**src/rtl/uart_pkg.sv**
```systemverilog
// Shared UART definitions used by both the transmit and receive sides.
package uart_pkg;

   typedef enum logic [2:0] {
      IDLE,
      START,
      DATA,
      PARITY,
      STOP
   } state_t;

   localparam logic PAR_EVEN  = 1'b0;
   localparam logic PAR_ODD   = 1'b1;

   localparam logic LINE_IDLE = 1'b1;
   localparam logic START_BIT = 1'b0;
   localparam logic STOP_BIT  = 1'b1;

endpackage

```
**src/rtl/uart_parity_gen.sv**
```systemverilog
// Combinational parity over a data word; shares its definition with the receive-side checker.
module uart_parity_gen #(
   parameter int DATA_WIDTH = 8
) (
   input  logic [DATA_WIDTH-1:0] data,
   input  logic                  par_typ,
   output logic                  parity
);
   import uart_pkg::*;

   assign parity = (^data) ^ (par_typ == PAR_ODD);

endmodule

```
**src/rtl/uart_tx_frame.sv**
```systemverilog
// UART transmitter: start, DATA_WIDTH bits LSB-first, optional parity, one stop bit.
// Each bit is held CLKS_PER_BIT cycles; requests are ignored while busy.
module uart_tx_frame #(
   parameter int DATA_WIDTH   = 8,
   parameter int CLKS_PER_BIT = 8
) (
   input  logic                  clk,
   input  logic                  rst,
   input  logic [DATA_WIDTH-1:0] p_data,
   input  logic                  data_valid,
   input  logic                  par_en,
   input  logic                  par_typ,
   output logic                  tx_out,
   output logic                  busy
);
   import uart_pkg::*;

   localparam int BW = (DATA_WIDTH > 1) ? $clog2(DATA_WIDTH) : 1;
   localparam int CW = (CLKS_PER_BIT > 1) ? $clog2(CLKS_PER_BIT) : 1;
   localparam logic [BW-1:0] BIT_LAST = BW'(DATA_WIDTH - 1);
   localparam logic [CW-1:0] CYC_LAST = CW'(CLKS_PER_BIT - 1);

   state_t                state;
   logic [BW-1:0]         bit_idx;
   logic [CW-1:0]         cyc_cnt;
   logic [DATA_WIDTH-1:0] data_r;
   logic                  par_en_r;
   logic                  par_bit_r;
   logic                  par_next;
   logic                  bit_done;

   uart_parity_gen #(.DATA_WIDTH(DATA_WIDTH)) u_parity (
      .data    (p_data),
      .par_typ (par_typ),
      .parity  (par_next)
   );

   assign bit_done = (cyc_cnt == CYC_LAST);

   // tx_out is loaded on each transition so the line value is registered
   // and lines up exactly with the state it belongs to.
   always_ff @(posedge clk) begin
      if (rst) begin
         state     <= IDLE;
         tx_out    <= LINE_IDLE;
         busy      <= 1'b0;
         bit_idx   <= '0;
         cyc_cnt   <= '0;
         data_r    <= '0;
         par_en_r  <= 1'b0;
         par_bit_r <= 1'b0;
      end else begin
         case (state)
            IDLE: begin
               tx_out  <= LINE_IDLE;
               busy    <= 1'b0;
               bit_idx <= '0;
               cyc_cnt <= '0;
               if (data_valid) begin
                  data_r    <= p_data;
                  par_en_r  <= par_en;
                  par_bit_r <= par_next;
                  state     <= START;
                  tx_out    <= START_BIT;
                  busy      <= 1'b1;
               end
            end
            START: begin
               if (bit_done) begin
                  cyc_cnt <= '0;
                  bit_idx <= '0;
                  state   <= DATA;
                  tx_out  <= data_r[0];
               end else begin
                  cyc_cnt <= cyc_cnt + 1'b1;
               end
            end
            DATA: begin
               if (bit_done) begin
                  cyc_cnt <= '0;
                  if (bit_idx == BIT_LAST) begin
                     if (par_en_r) begin
                        state  <= PARITY;
                        tx_out <= par_bit_r;
                     end else begin
                        state  <= STOP;
                        tx_out <= STOP_BIT;
                     end
                  end else begin
                     bit_idx <= bit_idx + 1'b1;
                     tx_out  <= data_r[bit_idx + 1'b1];
                  end
               end else begin
                  cyc_cnt <= cyc_cnt + 1'b1;
               end
            end
            PARITY: begin
               if (bit_done) begin
                  cyc_cnt <= '0;
                  state   <= STOP;
                  tx_out  <= STOP_BIT;
               end else begin
                  cyc_cnt <= cyc_cnt + 1'b1;
               end
            end
            STOP: begin
               if (bit_done) begin
                  cyc_cnt <= '0;
                  state   <= IDLE;
                  tx_out  <= LINE_IDLE;
                  busy    <= 1'b0;
               end else begin
                  cyc_cnt <= cyc_cnt + 1'b1;
               end
            end
            default: begin
               state  <= IDLE;
               tx_out <= LINE_IDLE;
               busy   <= 1'b0;
            end
         endcase
      end
   end

endmodule

```
**config.mk**
```make
export PLATFORM = sky130hd
export DESIGN_NAME = uart_tx_frame
export DESIGN_NICKNAME = d
export VERILOG_FILES = /design/src/rtl/uart_pkg.sv /design/src/rtl/uart_parity_gen.sv /design/src/rtl/uart_tx_frame.sv
export SDC_FILE = /design/constraint.sdc
export NUM_CORES = 1
export LEC_CHECK = 0
export ABC_AREA = 0
export CORE_ASPECT_RATIO = 0.8
export CORE_MARGIN = 4
export CORE_UTILIZATION = 50
export CTS_CLUSTER_SIZE = 25
export DETAILED_ROUTE_END_ITERATION = 6
export PLACE_DENSITY = 0.73
export RECOVER_POWER = 25
export SYNTH_ARGS = -nofsm -noshare
export SYNTH_HDL_FRONTEND = slang
export SYNTH_SLANG_ARGS = --single-unit
```
**constraint.sdc**
```tcl
create_clock -name clk -period 2.3 [get_ports clk]
set_input_delay 0.345 -clock clk [delete_from_list [all_inputs] [get_ports clk]]
set_output_delay 0.345 -clock clk [all_outputs]
set_load 0.01 [all_outputs]
```
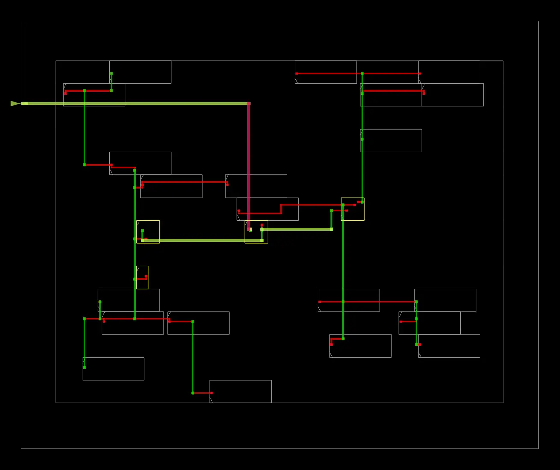
(run_1/clocks.png)
number of clock sinks: 21
clock group total power: 0.173 mW
Insertion Delay late pin: 0.30 ns

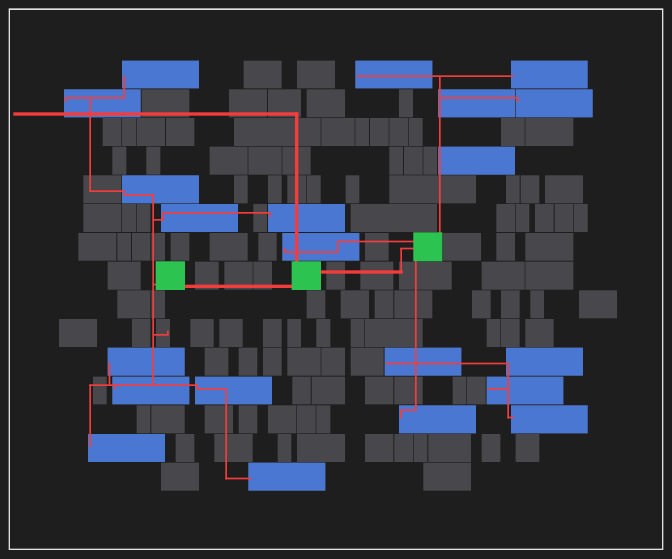
(run_1/clk_routes.png)
[blue] flip-flops | count: 21
[red] clock wires | length: 251 um
[green] clock drivers | count: 3
routed clock nets: 4

==> flow_summary.toml, run 1 <==
# flow metrics
[yosys]
async_reset_ff_share_pct = 0
synth_top_area_share_pct = 36.40
ys_chip_area_um2 = 1155
syn_nets = 152
ys_seq_share_pct = 36.40
top_area_cell = "dfxtp_1"
syn_avg_cell_area_um2 = 8.555
ys_ff = 21
synth_cell_types = 40

[clock_tree]
clk_pin_slew_ns = 0.11
cts_root_buffer = "clkbuf_4"
hold_buffers = 0
post_cts_buffers = 0
cts_tree = "built"
cts_max_level = 1

[flow_run]
maxCapViolations = 0

[global_routing]
grt_pass1_wl_um = 3988
grt_use_total_pct = 17.11
grt_pass1_vias = 850

[placement]
place_congestion = 0.7599
hpwl_um = 1858

[die]
ios = 15
coreArea_um2 = 2177
placementRows = 15
die_area_um2 = 3147

[outcome]
status = "finished clean"

[finish]
drive_above_1_share_pct = 10.88
nets = 165
diodes = 0
fill_cells = 215
mostFrequentLayoutCell = "nand2_1"

[sta]
skew_ns = 0.0003856
layout_min_cycle_time_ns = 1.894
hold_violations = 0
setup_tns_ns = 0

[setup_path]
worstPathArrival_ns = 2.15

[route]
drc = 0
postRouteAntennaNets = 0

[power]
power.density_nw_per_um2 = 513.8
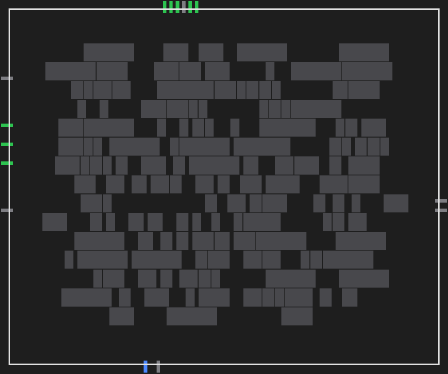
(run_1/io_placement.png)
Pins as bars across the die edge, other pins in grey.
| colour | port | pins | direction | edge |
|---|---|---|---|---|
| blue | `tx_out` | 1 | output | bottom |
| green | `p_data` | 8 | input | 5 top, 3 left |
all pins by edge: 6 top, 5 left, 2 right, 2 bottom
number of I/O port buffers: 14
Die Span Y: 50.99 um
die x size: 61.73 um

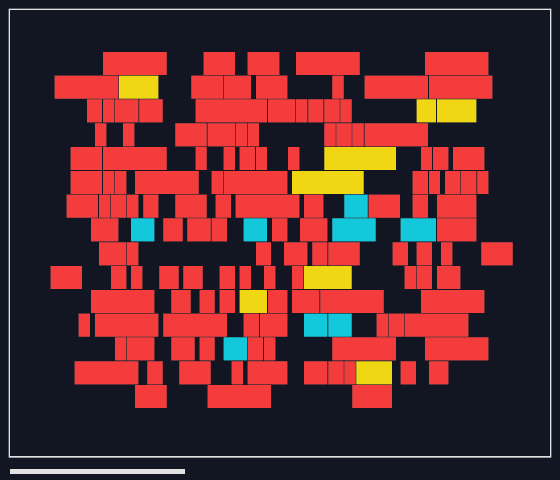
(run_1/sizes.png)
Scale bar: 20 um.
| colour | size | cells | share |
|---|---|---|---|
| yellow | _2 cells | 8 | 5.4% |
| cyan | _3 and _4 cells | 8 | 5.4% |
| red | _0 and _1 cells | 131 | 89% |
Finished Cell Area: 1328 um2
worst setup margin: 0.4056 ns

-- run 1: report_power, final --
group	switching [mW]	internal (mW)	leakage, nW
logic	0.0509	0.0630	0.300
registers	0.0145	0.381	0.172
clock network	0.106	0.0676	0.0150
-- run 1: kinds of logic (layout without fill, tap and decap cells) --
logic type / after synthesis / after routing / synth area share (%)
AND-OR/OR-AND: 35 / 35 / 18.09
adder cells (fa/ha/maj): 4 / 4 / 4.334
AND/OR/NAND/NOR: 54 / 54 / 24.92
flip-flops: 21 / 21 / 36.40
buffers and inverters: 11 / 23 / 4.767
XOR/XNOR: 6 / 6 / 5.743
multiplexers: 4 / 4 / 5.742
-- run 1: area by class of cell --
| cell class | instances | area, um2 | area share [%] |
|---|---|---|---|
| Tap cell | 25 | 31.28 | 2.356 |
| Clock buffer | 4 | 26.28 | 1.979 |
| Sequential cell | 21 | 420.4 | 31.67 |
| Timing Repair Buffer | 17 | 162.7 | 12.25 |
| Inverter | 2 | 7.507 | 0.5655 |
| Multi-Input combinational cell | 103 | 679.4 | 51.18 |
-- run 1: critical path, stage by stage, from the launching register on --
cell and delay (ns):
dfxtp_1 0.39, ha_1 0.22, ha_1 0.24, or4b_4 0.53, o221ai_1 0.29, o31a_1 0.18
-- run 1: routing by layer --
layer | GRT usage [%] | wire length, um | up-vias
met5 | 0 | 0 | -
met4 | 3.180 | 14 | 0
met3 | 4.545 | 113 | 2
met2 | 24.56 | 1161 | 24
met1 | 25.62 | 1130 | 470
li1 | - | - | 506
-- run 1: Yosys cell counts, types with 2 or more instances --
cell type,instances
o21ai_0,6
inv_1,2
ha_1,4
nor2_1,9
xnor2_1,3
nor4_1,2
nand3_1,2
a21oi_1,21
nand3b_1,3
dfxtp_1,21
nand2_1,23
xor2_1,2
buf_2,5
mux4_2,2
nor3_1,2
nand2b_1,2
clkbuf_1,3
-- run 1: path summary, 6_finish.rpt --
check                                        startpoint  slack (ns)  cells after the start                      to
worst max-delay path            bit_idx[0]$_SDFFE_PP0P_        0.41                      5     tx_out$_SDFFE_PP1P_
worst min-delay path             data_r[5]$_SDFFE_PP0P_        0.47                      2  data_r[5]$_SDFFE_PP0P_
worst max register to register  bit_idx[0]$_SDFFE_PP0P_        0.41                      5     tx_out$_SDFFE_PP1P_
worst min register to register   data_r[5]$_SDFFE_PP0P_        0.47                      2  data_r[5]$_SDFFE_PP0P_
-- run 1: metrics by stage --
step / util [%] / hold WS (ns) / std cells
after floorplan: - / 0.4331 / 135
after global placement: 59.77 / 0.4456 / 168
after detailed placement: 59.77 / 0.4503 / 168
after CTS: 60.98 / 0.4665 / 172
after global routing: 60.98 / 0.4970 / 172
final: 60.98 / 0.4660 / 172
-- run 1: registers in the layout, indices dropped and copies added (netlist names) --
| register | count |
|---|---|
| bit_idx | 3 |
| cyc_cnt | 3 |
| par_en_r | 1 |
| par_bit_r | 1 |
| state | 3 |
| busy | 1 |
| tx_out | 1 |
| data_r | 8 |
==> run_1/placement_by_type.png <==
Scale bar: 20 um.
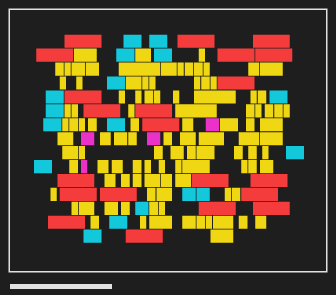

==> inputs of run 2 (changes only) <==
--- a/config.mk
+++ b/config.mk
@@ -8,10 +8,10 @@
 export ABC_AREA = 0
 export CORE_ASPECT_RATIO = 0.8
 export CORE_MARGIN = 4
-export CORE_UTILIZATION = 50
+export CORE_UTILIZATION = 48
 export CTS_CLUSTER_SIZE = 25
 export DETAILED_ROUTE_END_ITERATION = 6
-export PLACE_DENSITY = 0.73
+export PLACE_DENSITY = 0.74
 export RECOVER_POWER = 25
 export SYNTH_ARGS = -nofsm -noshare
 export SYNTH_HDL_FRONTEND = slang
==> constraint.sdc (replaced) <==
create_clock -name clk -period 1.65 [get_ports clk]
set_input_delay 0.2475 -clock clk [delete_from_list [all_inputs] [get_ports clk]]
set_output_delay 0.2475 -clock clk [all_outputs]
set_load 0.01 [all_outputs]
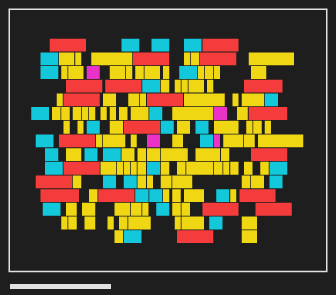
(run_2/placement_by_type.png)
Scale bar: 20 um.
| colour | class | cells | share of their area |
|---|---|---|---|
| red | sequential cells | 21 | 29% |
| cyan | remaining buffers and delay cells | 31 | 18% |
| yellow | combinational and other logic | 105 | 51% |
| magenta | clock drivers and dummy loads | 4 | 1.8% |
flop share of the area: 28.56%
Rows: 15

==> run 2 against run 1 <==
Compared with the run above: design area increased by 12%; sequential power increased by 39%; global-route usage increased by 0.82 points; via count increased by 6.8%; highest routed layer unchanged; combinational power increased by 63%; critical path depth unchanged; sequential cell count unchanged; clock skew increased by 0.0012 ns; critical endpoint unchanged; the flow now finishes with violations (negative setup slack).
==> flow_summary.toml, run 2 <==
# flow metrics
[setup_path]
critical_path.startpoint = "bit_idx[1]$_SDFFE_PP0P_"
r2r-end = "tx_out$_SDFFE_PP1P_"
worstReg2RegStart = "bit_idx[1]$_SDFFE_PP0P_"
regToRegSetupSlack_ns = -0.02
worstPathArrival_ns = 1.88

[yosys]
syn_nets = 152
ys_chip_area_um2 = 1155
ys_ff = 21
top_cell = "nand2_1"
ys_seq_share_pct = 36.40
synth_cell_types = 40

[finish]
top_register = "data_r"
drive_above_1_share_pct = 24.84
diodes = 0
mostFrequentLayoutCell = "nand2_1"
nets = 179
largest_reg_flops = 8
final_cell_area_um2 = 1485

[sta]
timing.final.ws_setup_ns = -0.01992
skew_ns = 0.001548
hold_violations = 0
setup-violations-final = 1
layout_min_cycle_time_ns = 1.670
setup_tns_ns = -0.01992

[global_routing]
use_met2_pct = 31.68
grtUsageMet3_pct = 5.184
grt_pass1_wl_um = 4491
grtUsageMet1_pct = 20.51
grt_pass1_vias = 1046

[route]
drc = 0

[clock_tree]
cts_max_level = 1
clock_sinks = 21
cts_root_buffer = "clkbuf_4"
cts_tree = "built"

[flow_run]
maxCapViolations = 0

[placement]
port-buffer-count = 14
hpwl_um = 2132
placed_cells = 182

[die]
die_h_um = 51.87
die_area_um2 = 3260
ios = 15
die_x_um = 62.84

[min_path]
min_to = "data_r[6]$_SDFFE_PP0P_"
hold_path.startpoint = "data_r[6]$_SDFFE_PP0P_"

[outcome]
status = "complete, but fails checks"
violations = "negative setup slack"
## run 2: cell counts after synthesis
No cell type changed its count.
## run 2: timing repair
action | CTS | global route
resized | 5 | 7
hold buffers | 0 | 0
pin swaps | 3 | 1
buffers inserted | 0 | 0
endpoints found under the setup margin | 3 | 6
hold endpoints to repair | 0 | 0
## run 2: how the worst max path moves through the flow
stage,end,slack [ns]
floorplan,state[2]$_SDFFE_PP0P_,0.007
CTS,tx_out$_SDFFE_PP1P_,-0.03
global route,tx_out$_SDFFE_PP1P_,-0.1
detailed placement,par_bit_r$_SDFFE_PP0P_,-0.08
global placement,par_bit_r$_SDFFE_PP0P_,-0.04
finish,tx_out$_SDFFE_PP1P_,-0.02
## run 2: final cells by class
class                           count  area (um2)
Fill cell                         182       729.5
Multi-Input combinational cell    103       728.2
Sequential cell                    21       424.2
Timing Repair Buffer               31       267.8
Tap cell                           25       31.28
Clock buffer                        4       26.28
Inverter                            2       7.507
## run 2: metrics by stage
stage	utilization [%]	setup WS [ns]	hold WS, ns
2_1_floorplan	-	0.007377	0.3796
3_3_place_gp	64.07	-0.04223	0.4419
3_5_place_dp	64.07	-0.08030	0.4487
4_1_cts	66.21	-0.02538	0.4653
5_1_grt	67.06	-0.09711	0.4980
6_report	67.06	-0.01992	0.4625
## run 2: where the power goes
part	total (mW)	switching [mW]	internal (mW)	leakage, nW
clock network	0.253	0.158	0.0945	0.0150
logic	0.186	0.0829	0.103	0.371
registers	0.548	0.0169	0.531	0.173
total	0.986	0.258	0.728	0.559
## run 2: layer usage
metal  routed length (um)  part of all wire, %  vias up
met5                    0                    0        -
met4                   69                  2.5        0
met3                  136                  5.0        9
met2                 1283                   47       28
met1                 1232                   45      501
li1                     -                    -      532
## run 2: cells by family (layout without fill, tap and decap cells)
| kind of cell | count (synthesis) | count (layout) | share of synthesized area [%] |
|---|---|---|---|
| AOI/OAI and AO/OA | 35 | 35 | 18.09 |
| and+or+nand+nor | 54 | 54 | 24.92 |
| buffers and inverters | 11 | 37 | 4.767 |
| DFF | 21 | 21 | 36.40 |
| muxes | 4 | 4 | 5.742 |
| xor gates and xnor gates | 6 | 6 | 5.743 |
| adders and majority gates | 4 | 4 | 4.334 |
## run 2: critical path, stage by stage (launching register included)
cell	delay [ns]
dfxtp_2	0.35
ha_4	0.28
mux4_2	0.50
mux2i_2	0.19
o221ai_2	0.12
o31a_1	0.12
==> run_2/clocks.png <==
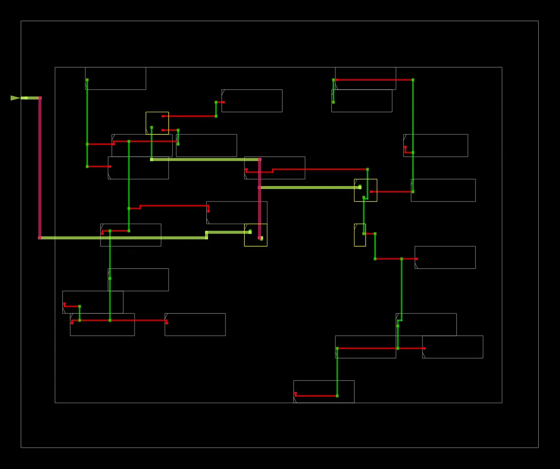

==> inputs of run 3 (changes only) <==
--- a/config.mk
+++ b/config.mk
@@ -7,11 +7,10 @@
 export LEC_CHECK = 0
 export ABC_AREA = 0
 export CORE_ASPECT_RATIO = 0.8
-export CORE_MARGIN = 4
 export CORE_UTILIZATION = 48
 export CTS_CLUSTER_SIZE = 25
 export DETAILED_ROUTE_END_ITERATION = 6
-export PLACE_DENSITY = 0.74
+export PLACE_DENSITY = 0.85
 export RECOVER_POWER = 25
 export SYNTH_ARGS = -nofsm -noshare
 export SYNTH_HDL_FRONTEND = slang
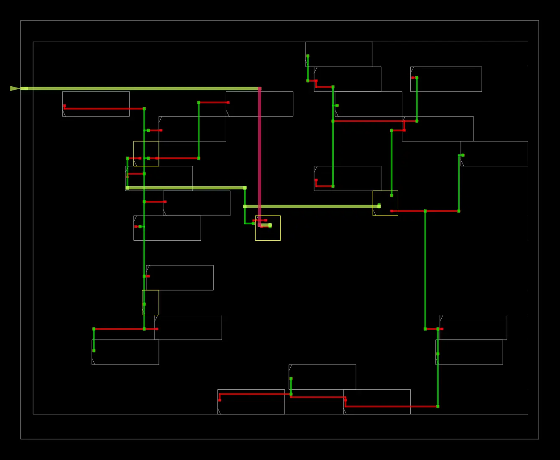
(run_3/clocks.png)
clk_buf instances: 3
clock group total power: 0.250 mW

==> run 3 against run 2 <==
Compared with the run above: the flow still finishes with violations (negative setup slack); critical path depth unchanged; die area fell by 20%; register-to-register slack barely moved; first-iteration DRC count is 10% lower; largest cell class unchanged.
==> flow_summary.toml, run 3 <==
# flow metrics
[placement]
port-buffer-count = 14
hpwl_um = 1949

[sta]
layout_min_cycle_time_ns = 1.665
setup-violations-final = 1
timing.final.ws_setup_ns = -0.01486

[finish]
logic_area_um2 = 720.7
register_area_um2 = 422.9
nets = 175
diodes = 0
top_register = "data_r"
final_cell_area_um2 = 1445
instances_no_fill = 182

[global_routing]
grt_pass1_vias = 981
grt_pass1_wl_um = 4077
grtUsageMet1_pct = 26.78
grt_use_total_pct = 21.17

[outcome]
status = "complete, but fails checks"
violations = "negative setup slack"

[clock_tree]
post_cts_buffers = 0
cts_tree = "built"
clk_pin_slew_ns = 0.13
clock_sinks = 21
cts_root_buffer = "clkbuf_4"

[setup_path]
max_stage_delay_ns = 0.48
worstPathArrival_ns = 1.87

[yosys]
synth_top_area_share_pct = 36.40
common_cells = "nand2_1, a21oi_1, dfxtp_1"
synth_cell_types = 40
ys_seq_share_pct = 36.40
top_area_cell = "dfxtp_1"

[power]
seq_power_share_pct = 56.2
p_switching_mw = 0.2547
combPwrFrac_pct = 18.0

[flow_run]
maxCapViolations = 0

[die]
die_area_um2 = 2607
ios = 15
placementRows = 15
die_h_um = 45.87
die_x_um = 56.84
-- run 3: cell counts after synthesis --
Identical to the previous run, type by type.
-- run 3: logic make-up after synthesis --
family / share of synthesized area [%]
simple gates: 24.92
xor+xnor: 5.743
fa+ha+maj: 4.334
mux: 5.742
buf+inv: 4.767
flops: 36.40
compound gates: 18.09
-- run 3: timing repair --
action                     4_1_cts  5_1_grt
setup endpoints to repair        3        4
pin swaps                        0        3
gates resized                    4        4
cloned                           0        0
-- run 3: worst paths after layout --
| check | depth (start not counted) | slack, ns | to | from |
|---|---|---|---|---|
| setup / recovery | 5 | -0.01 | tx_out$_SDFFE_PP1P_ | bit_idx[1]$_SDFFE_PP0P_ |
| hold / removal | 2 | 0.47 | data_r[6]$_SDFFE_PP0P_ | data_r[6]$_SDFFE_PP0P_ |
| setup reg to reg | 5 | -0.01 | tx_out$_SDFFE_PP1P_ | bit_idx[1]$_SDFFE_PP0P_ |
| hold reg to reg | 2 | 0.47 | data_r[6]$_SDFFE_PP0P_ | data_r[6]$_SDFFE_PP0P_ |
-- run 3: power by group through the flow --
stage               Sequential [mW]  Combinational, mW  Clock, mW
floorplan                     0.555              0.101          0
global placement              0.558              0.168          0
detailed placement            0.559              0.174          0
CTS                           0.547              0.176      0.257
global route                  0.551              0.193      0.287
finish                        0.548              0.176      0.250
-- run 3: critical path, delay by kind of cell (launching register included) --
family / cells / cell delay [ns]
muxes: 2 / 0.67
DFF: 1 / 0.35
adders and majority gates: 1 / 0.28
AOI/OAI and AO/OA: 2 / 0.25
-- run 3: metrics by stage --
stage / power (mW) / setup WS (ns) / setup TNS, ns / util (%)
6_report: 0.9742 / -0.01486 / -0.01486 / 65.25
5_1_grt: 1.031 / -0.07119 / -0.1285 / 65.25
4_1_cts: 0.9800 / -0.03330 / -0.03330 / 64.46
3_5_place_dp: 0.7328 / -0.09117 / -0.6428 / 62.71
3_3_place_gp: 0.7263 / -0.1032 / -0.4566 / 62.71
2_1_floorplan: 0.6560 / 0.007377 / 0 / -
-- run 3: per-layer routing --
layer,up-vias,share of wire (%)
met4,0,0.57
li1,526,-
met2,30,46
met1,483,47
met5,-,0
met3,2,6.2
-- run 3: layout make-up --
cell class | count | share of cell area, %
Tap cell | 25 | 2.164
Inverter | 2 | 0.5195
Multi-Input combinational cell | 103 | 49.87
Timing Repair Buffer | 27 | 16.28
Clock buffer | 3 | 1.558
Sequential cell | 21 | 29.26
Clock inverter | 1 | 0.3463
Power is estimated from default activity; no workload was simulated.
